==> src/rtl/traffic_pkg.sv <==
// Shared types and constants for the two-road traffic phase controller.
// Phase encodings are fixed because the phase port drives a top-level display.
package traffic_pkg;

  typedef enum logic [2:0] {
    NS_GREEN  = 3'd0,
    NS_YELLOW = 3'd1,
    RED_A     = 3'd2,
    EW_GREEN  = 3'd3,
    EW_YELLOW = 3'd4,
    RED_B     = 3'd5
  } phase_e;

  localparam logic [2:0] LAMP_RED    = 3'b100;
  localparam logic [2:0] LAMP_YELLOW = 3'b010;
  localparam logic [2:0] LAMP_GREEN  = 3'b001;

  localparam int unsigned DEF_BIT_WIDTH  = 7;
  localparam int unsigned DEF_NS_GREEN_T = 40;
  localparam int unsigned DEF_EW_GREEN_T = 30;
  localparam int unsigned DEF_YELLOW_T   = 5;
  localparam int unsigned DEF_ALL_RED_T  = 2;
  localparam int unsigned DEF_WALK_T     = 10;

  function automatic phase_e next_phase(input phase_e cur);
    phase_e nxt;
    nxt = RED_B;
    case (cur)
      NS_GREEN:  nxt = NS_YELLOW;
      NS_YELLOW: nxt = RED_A;
      RED_A:     nxt = EW_GREEN;
      EW_GREEN:  nxt = EW_YELLOW;
      EW_YELLOW: nxt = RED_B;
      RED_B:     nxt = NS_GREEN;
      default:   nxt = RED_B;
    endcase
    return nxt;
  endfunction

  // Unknown encodings fall back to red so a corrupted state never shows green.
  function automatic logic [2:0] ns_lamp(input phase_e cur);
    logic [2:0] lamp;
    lamp = LAMP_RED;
    case (cur)
      NS_GREEN:  lamp = LAMP_GREEN;
      NS_YELLOW: lamp = LAMP_YELLOW;
      default:   lamp = LAMP_RED;
    endcase
    return lamp;
  endfunction

  function automatic logic [2:0] ew_lamp(input phase_e cur);
    logic [2:0] lamp;
    lamp = LAMP_RED;
    case (cur)
      EW_GREEN:  lamp = LAMP_GREEN;
      EW_YELLOW: lamp = LAMP_YELLOW;
      default:   lamp = LAMP_RED;
    endcase
    return lamp;
  endfunction

endpackage

==> src/rtl/phase_duration_lut.sv <==
// Combinational phase-to-duration table feeding the timer load value.
// walk_i selects the pedestrian walk duration for RED_B.
module phase_duration_lut
  import traffic_pkg::*;
#(
  parameter int unsigned BIT_WIDTH  = DEF_BIT_WIDTH,
  parameter int unsigned NS_GREEN_T = DEF_NS_GREEN_T,
  parameter int unsigned EW_GREEN_T = DEF_EW_GREEN_T,
  parameter int unsigned YELLOW_T   = DEF_YELLOW_T,
  parameter int unsigned ALL_RED_T  = DEF_ALL_RED_T,
  parameter int unsigned WALK_T     = DEF_WALK_T
) (
  input  phase_e               state_i,
  input  logic                 walk_i,
  output logic [BIT_WIDTH-1:0] load_o
);

  always_comb begin
    load_o = BIT_WIDTH'(ALL_RED_T);
    case (state_i)
      NS_GREEN:  load_o = BIT_WIDTH'(NS_GREEN_T);
      NS_YELLOW: load_o = BIT_WIDTH'(YELLOW_T);
      RED_A:     load_o = BIT_WIDTH'(ALL_RED_T);
      EW_GREEN:  load_o = BIT_WIDTH'(EW_GREEN_T);
      EW_YELLOW: load_o = BIT_WIDTH'(YELLOW_T);
      RED_B: begin
        if (walk_i) begin
          load_o = BIT_WIDTH'(WALK_T);
        end else begin
          load_o = BIT_WIDTH'(ALL_RED_T);
        end
      end
      default:   load_o = BIT_WIDTH'(ALL_RED_T);
    endcase
  end

endmodule

==> src/rtl/traffic_phase_controller.sv <==
// Two-road phase sequencer driving a load/countdown timer; lamps are registered.
// Optional pedestrian walk phase in RED_B is enabled by TRAFFIC_PED_WALK_EN.
module traffic_phase_controller
  import traffic_pkg::*;
#(
  parameter int unsigned BIT_WIDTH  = DEF_BIT_WIDTH,
  parameter int unsigned NS_GREEN_T = DEF_NS_GREEN_T,
  parameter int unsigned EW_GREEN_T = DEF_EW_GREEN_T,
  parameter int unsigned YELLOW_T   = DEF_YELLOW_T,
  parameter int unsigned ALL_RED_T  = DEF_ALL_RED_T,
  parameter int unsigned WALK_T     = DEF_WALK_T
) (
  input  logic                 clk,
  input  logic                 rst,
  input  logic                 timer_zero,
  output logic                 timer_down,
  output logic [BIT_WIDTH-1:0] timer_load,
  input  logic                 ew_sense,
`ifdef TRAFFIC_PED_WALK_EN
  input  logic                 ped_req,
  output logic                 walk,
`endif
  output logic [2:0]           ns_light,
  output logic [2:0]           ew_light,
  output logic [2:0]           phase
);

  phase_e     state_q, state_d;
  logic       loaded_q, loaded_d;
  logic       demand_q, demand_d;
  logic [2:0] ns_q, ns_d;
  logic [2:0] ew_q, ew_d;
  logic       advance_s;
  logic       enter_ew_s;
  logic       lut_walk_s;

`ifdef TRAFFIC_PED_WALK_EN
  logic       ped_q, ped_d;
  logic       walk_q, walk_d;
  logic       enter_red_b_s;
`endif

  // Next-state, handshake flag, demand latch and lamp decode of the next state.
  always_comb begin
    state_d    = state_q;
    loaded_d   = 1'b1;
    // A zero seen during the load cycle belongs to the previous phase.
    advance_s  = loaded_q & timer_zero;
    enter_ew_s = 1'b0;
    if (advance_s) begin
      loaded_d = 1'b0;
      if ((state_q == NS_GREEN) && !(demand_q || ew_sense)) begin
        state_d = NS_GREEN;
      end else begin
        state_d    = next_phase(state_q);
        enter_ew_s = (state_q == RED_A);
      end
    end else begin
      state_d  = state_q;
      loaded_d = 1'b1;
    end

    // Entry into EW_GREEN comes from RED_A, so a same-cycle sense wins.
    if (ew_sense) begin
      demand_d = 1'b1;
    end else if (enter_ew_s) begin
      demand_d = 1'b0;
    end else begin
      demand_d = demand_q;
    end

    ns_d = ns_lamp(state_d);
    ew_d = ew_lamp(state_d);
  end

`ifdef TRAFFIC_PED_WALK_EN
  // Pedestrian latch; the walk flag is captured as RED_B is entered.
  always_comb begin
    enter_red_b_s = advance_s && (state_q == EW_YELLOW);
    if (enter_red_b_s) begin
      ped_d  = 1'b0;
      walk_d = ped_q | ped_req;
    end else if (advance_s) begin
      ped_d  = ped_q | ped_req;
      walk_d = 1'b0;
    end else begin
      ped_d  = ped_q | ped_req;
      walk_d = walk_q;
    end
  end

  assign lut_walk_s = walk_q;
  assign walk       = walk_q;
`else
  assign lut_walk_s = 1'b0;
`endif

  // Phase state register with synchronous active-low reset into RED_B.
  always_ff @(posedge clk) begin
    if (!rst) begin
      state_q  <= RED_B;
      loaded_q <= 1'b0;
      demand_q <= 1'b0;
      ns_q     <= LAMP_RED;
      ew_q     <= LAMP_RED;
`ifdef TRAFFIC_PED_WALK_EN
      ped_q    <= 1'b0;
      walk_q   <= 1'b0;
`endif
    end else begin
      state_q  <= state_d;
      loaded_q <= loaded_d;
      demand_q <= demand_d;
      ns_q     <= ns_d;
      ew_q     <= ew_d;
`ifdef TRAFFIC_PED_WALK_EN
      ped_q    <= ped_d;
      walk_q   <= walk_d;
`endif
    end
  end

  phase_duration_lut #(
    .BIT_WIDTH  (BIT_WIDTH),
    .NS_GREEN_T (NS_GREEN_T),
    .EW_GREEN_T (EW_GREEN_T),
    .YELLOW_T   (YELLOW_T),
    .ALL_RED_T  (ALL_RED_T),
    .WALK_T     (WALK_T)
  ) u_lut (
    .state_i (state_q),
    .walk_i  (lut_walk_s),
    .load_o  (timer_load)
  );

  assign timer_down = loaded_q;
  assign ns_light   = ns_q;
  assign ew_light   = ew_q;
  assign phase      = state_q;

endmodule

==> config.mk <==
export PLATFORM = sky130hd
export DESIGN_NAME = traffic_phase_controller
export DESIGN_NICKNAME = d
export VERILOG_FILES = /design/src/rtl/traffic_pkg.sv /design/src/rtl/phase_duration_lut.sv /design/src/rtl/traffic_phase_controller.sv
export SDC_FILE = /design/constraint.sdc
export NUM_CORES = 1
export LEC_CHECK = 0
export ABC_AREA = 1
export CORE_ASPECT_RATIO = 1.4
export CORE_UTILIZATION = 25
export DETAILED_ROUTE_END_ITERATION = 12
export GPL_ROUTABILITY_DRIVEN = 0
export GPL_TIMING_DRIVEN = 0
export PLACE_DENSITY = 0.55
export SLEW_MARGIN = 20
export SYNTH_ARGS = -nofsm -noshare
export SYNTH_HDL_FRONTEND = slang
export SYNTH_SLANG_ARGS = --single-unit
==> constraint.sdc <==
create_clock -name clk -period 3 [get_ports clk]
set_input_delay 0.3 -clock clk [delete_from_list [all_inputs] [get_ports clk]]
set_output_delay 0.3 -clock clk [all_outputs]
set_load 0.01 [all_outputs]
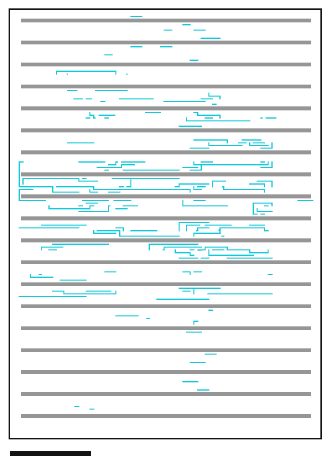
Fig. 1. M1 wires (run 1).
The bar under the picture is 10 µm long. Supply wires on this layer in gray.
wire length on this layer	413 µm
nets with wire on the layer	80
share of all routed wire	47%
longest straight run	12.0 µm

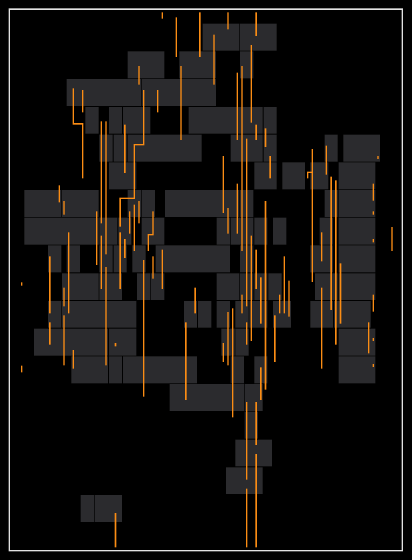
Fig. 2. Signal wires on met2 (run 1).
Cells faint in the background.
nets with wire on the layer	72
share of all routed wire	47%
wire length on this layer	420 µm
longest straight run	18.4 µm
total routed wirelength: 888 µm
global routing usage on met2: 16.4%
vias after detailed routing: 443

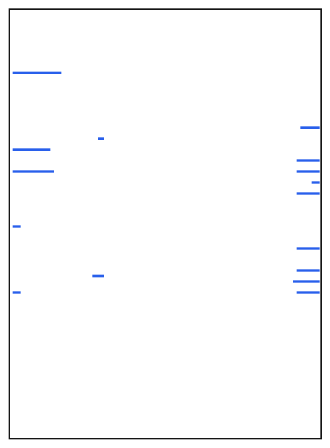
Fig. 3. Metal 3 (run 1).
main direction	horizontal
longest straight run	5.80 µm
wire length on this layer	38.6 µm
nets with wire on the layer	15
share of all routed wire	4.4%
met3 Track Usage GR: 1.26%

==> datasheet_impl.txt, run 1 <==
Summary of implementation characteristics

Parameter                              Value

Run status
  Result of the run    completed

Power and ir drop
  Net load switching power    0.0885 mW
  Power after layout    0.334 mW
  Register share of total power    around 49%
  Leakage    about 0.35 nW
  Part of the total power dissipated in the clock network    28.7%
  Maximum resistive drop on vdd    between 0.2 and 0.3 mV

Yosys
  Number of storage elements in the synthesis netlist    11
  Area of the mapped netlist    between 400 and 500 µm²
  Post-synthesis cell type with the largest combined area    dfxtp_1
  Leading post-synthesis cells by cell area    dfxtp_1 (47%), nand2_1 (11%), inv_1 (9.7%)

Setup path
  Reg2reg start    phase[2]
  Worst r2r path cells    7
  Data arrival at the endpoint of the critical path    between 1.5 and 2 ns
  R2R setup slack    approximately 1.8 ns
  Required time of the critical path    between 2 and 3 ns
  Crit-path max FO    8

Timing
  Final hold viol count    0
  Setup TNS    0 ns

Clock network
  Total of hold buffers inserted after clock tree synthesis    0
  Post-CTS setup buffer count    0

Finish
  Filler cell count    roughly 200

Drt
  Per-cell routed wire length    slightly above 8 µm
  Residual DRC    0
  Number of DRC markers after the initial detailed-route iteration    6

Die
  I/O pin cnt    21
  Die span in x    ~38 µm
  Initial cell density of the core    approximately a quarter

Flow run
  Total of max-cap violations    0

Global routing
  Aggregate global routing overflow    0
==> run 1: power by group through the flow <==
stage,Clock (mW),Combinational [mW],Sequential (mW)
after global placement,0,0.0760,0.165
final,0.0959,0.0759,0.162
after global routing,0.112,0.0829,0.163
after detailed placement,0,0.0763,0.166
after floorplan,0,0.0342,0.169
after CTS,0.100,0.0766,0.162
==> run 1: worst max-delay path: cells and delay by family (launching register included) <==
family,cells,cell delay (ns)
flops,1,0.47
buf+inv,2,0.68
compound gates,1,0.30
==> run 1: registers in the layout (all words and copies together) (netlist names) <==
name / count
ew_light: 3
timer_down: 1
phase: 3
demand_q: 1
ns_light: 3
==> run 1: cells in the mapped netlist, drive strengths merged <==
library cell / n
dfxtp: 11
o22ai: 1
a21oi: 1
nand2: 17
inv: 14
nor2: 15
nand3: 2
a311oi: 1
buf: 1
conb: 1
o21ai: 2
==> run 1: final cells by class <==
cell class	count	area (µm²)	area share, %
plain buffers	1	7.51	1.06
clock buffers	4	26.3	3.72
inverters	14	52.6	7.45
multi-input cells	40	184	26.1
flip-flops and latches	11	220	31.2
well taps	20	25.0	3.55
repair buffers	19	190	27.0
==> run 1: logic make-up after synthesis <==
kind of cell	synth area share, %
AND-OR/OR-AND	6.47
buffers and inverters	12.9
flip-flops	47.4
other	0.808
AND/OR/NAND/NOR	32.3
==> run 1: through the flow <==
step                hold WS [ns]  util [%]  setup slack (ns)  area, µm²
floorplan                  0.369         -              1.57        464
global placement           0.523      38.7              1.29        679
detailed placement         0.523      38.7              1.27        679
CTS                        0.528      40.2             0.986        706
global route               0.571      40.2             0.878        706
finish                     0.524      40.2             0.984        706
==> run 1: layer usage <==
layer	GRT usage (%)	share of wire [%]	vias to the layer above
met5	0	0	-
met4	8.62	1.9	0
met3	1.26	4.3	2
met2	16.4	47	16
met1	10.9	47	184
li1	-	-	241
## Run 2: what changed since run 1
--- a/config.mk
+++ b/config.mk
@@ -11,7 +11,7 @@
 export DETAILED_ROUTE_END_ITERATION = 12
 export GPL_ROUTABILITY_DRIVEN = 0
 export GPL_TIMING_DRIVEN = 0
-export PLACE_DENSITY = 0.55
+export PLACE_DENSITY = 0.57
 export SLEW_MARGIN = 20
 export SYNTH_ARGS = -nofsm -noshare
 export SYNTH_HDL_FRONTEND = slang
==> constraint.sdc (replaced) <==
create_clock -name clk -period 1.65 [get_ports clk]
set_input_delay 0.165 -clock clk [delete_from_list [all_inputs] [get_ports clk]]
set_output_delay 0.165 -clock clk [all_outputs]
set_load 0.01 [all_outputs]
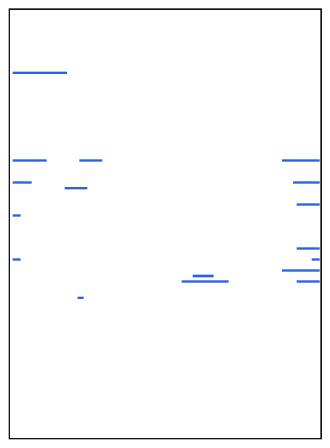
Fig. 4. Metal 3 (run 2).
nets with wire on the layer	15
longest straight run	6.40 µm
share of all routed wire	4.8%
vias after detailed routing: 452
total routed wirelength: 988 µm

==> run 2 against run 1 <==
Compared with the run above: largest power group unchanged; global-route usage increased by 1.6 points; register-to-register slack got worse by 1.3 ns; wire length rose by 11%; final cell count unchanged; critical path type unchanged; hold slack got worse by 0.072 ns; largest cell class unchanged; clock power up 92%; critical path depth grew 1; total power rose by 85%; worst setup slack worse by 0.93 ns; sequential cell count is the same; critical endpoint is now timer_load[0].
==> datasheet_impl.txt, run 2 <==
Summary of implementation characteristics

Parameter                              Value

Yosys
  Number of storage elements in the synthesis netlist    11 (unchanged)
  Dominant flop cell    dfxtp_1
  Cell with the most instances after synthesis    nand2_1
  Proportion of register bits with asynchronous set or reset after synthesis    0% (unchanged)
  Number of synthesized flops with an enable pin    0 (unchanged)
  Post-synthesis cell type with the largest combined area    dfxtp_1
  Sequential area share after synthesis    between 40% and 50%
  Commonest cells in the synthesized netlist    nand2_1 (14), inv_1 (12), dfxtp_1 (11)
  Leading post-synthesis cells by cell area    dfxtp_1 (47%), nand2_1 (11%), inv_1 (9.7%)
  Synthesized area per cell    between 7 and 8 µm²
  Area of the mapped netlist    464 µm² (unchanged)

Power and ir drop
  Leakage    0.397 nW (+12%)
  Sequential cell power    0.296 mW (+83%)
  Comb power    0.138 mW (+82%)
  Part of the total power dissipated in the clock network    29.7% (+1.0 points)
  Net load switching power    0.173 mW (+95%)
  Largest power group    registers
  Power after layout    0.619 mW (+85%)
  Clock distribution power    0.184 mW (+92%)
  Maximum resistive drop on vdd    0.570 mV (+110%)
  Register share of total power    47.9% (-0.6 points)

Finish
  Number of nets in the finished design    roughly 94
  Final standard cell area without fillers    729 µm² (+3.4%)
  Final core area utilization    41.5% (+1.4 points)
  Filler cell count    193 (-4.5%)

Die
  Initial cell density of the core    26.4% (unchanged)
  Die span in x    38.4 µm (unchanged)
  I/O pin cnt    21 (unchanged)

Timing
  Hold_ws    0.452 ns (-0.0723 ns)
  Peak Freq    ~0.63 GHz
  Post-route setup slack    0.0563 ns (-0.928 ns)
  Setup TNS    0 ns (unchanged)
  Final hold viol count    0 (unchanged)

Drt
  Residual DRC    0 (unchanged)
  Per-cell routed wire length    9.06 µm (+11%)
  Number of DRC markers after the initial detailed-route iteration    5 (-1)

Setup path
  Required time of the critical path    1.48 ns (-1.22 ns)
  Worst r2r path cells    8 (+1)
  Data arrival at the endpoint of the critical path    1.43 ns (-0.29 ns)
  Crit-path max FO    5 (-3)

Global routing
  Number of antenna violations at the first check in global routing    0
  Aggregate global routing overflow    0 (unchanged)

Placement
  Quantity of I/O buffers inserted on ports    19
  DP Area    679 µm² (unchanged)
  Pre-CTS worst setup slack    0.0861 ns (-1.19 ns)

Run status
  Result of the run    completed

Clock network
  Post-CTS setup buffer count    0 (unchanged)
  Clock root buffer    clkbuf_4
[run 2: cell count changes in the layout (fill, tap and decap cells not counted)]
cell / change
clkdlybuf4s50_1: -4
dfxtp_1: -3
dfxtp_2: +1
dfxtp_4: +2
dlygate4sd2_1: +1
dlymetal6s2s_1: +3
inv_1: -1
inv_2: +1
nor2_2: -1
nor2_4: +1
o21ai_0: -1
o21ai_2: +1
[run 2: path summary, 6_finish.rpt]
path	slack, ns	startpoint	endpoint
hold reg to reg	0.53	demand_q	demand_q
setup / recovery	0.06	phase[0]	timer_load[0]
hold / removal	0.45	rst	phase[0]
setup reg to reg	0.50	timer_down	ew_light[2]
[run 2: kinds of logic after synthesis]
kind of cell,Yosys count,share of synthesized area [%]
simple gates,34,32.3
buf+inv,15,12.9
flops,11,47.4
compound gates,5,6.47
other cells,1,0.808
[run 2: worst max-delay path: stages, from the launching register on]
cell,delay [ns]
dfxtp_4,0.37
inv_1,0.10
o21ai_2,0.08
nor2_1,0.08
clkdlybuf4s50_1,0.53
[run 2: final cells by class]
class	instances	area (µm²)	share of cell area [%]
Inverter	14	52.6	7.20
Tap cell	20	25.0	3.43
Buffer	1	7.51	1.03
Clock buffer	4	26.3	3.60
Sequential cell	11	229	31.4
Timing Repair Buffer	19	196	26.9
Multi-Input combinational cell	40	193	26.4
[run 2: per-layer routing]
layer | up-vias | wire length, µm | global-route usage, %
li1 | 237 | - | -
met5 | - | 0 | 0
met2 | 19 | 491 | 17.8
met3 | 4 | 46 | 1.26
met1 | 192 | 418 | 13.7
met4 | 0 | 31 | 10.3
[run 2: what timing repair did]
action,CTS,global route
endpoints found under the setup margin,5,3
resized,10,3
hold buffers,0,0
Power figures rest on the tool's default switching activity, not on a simulated workload.
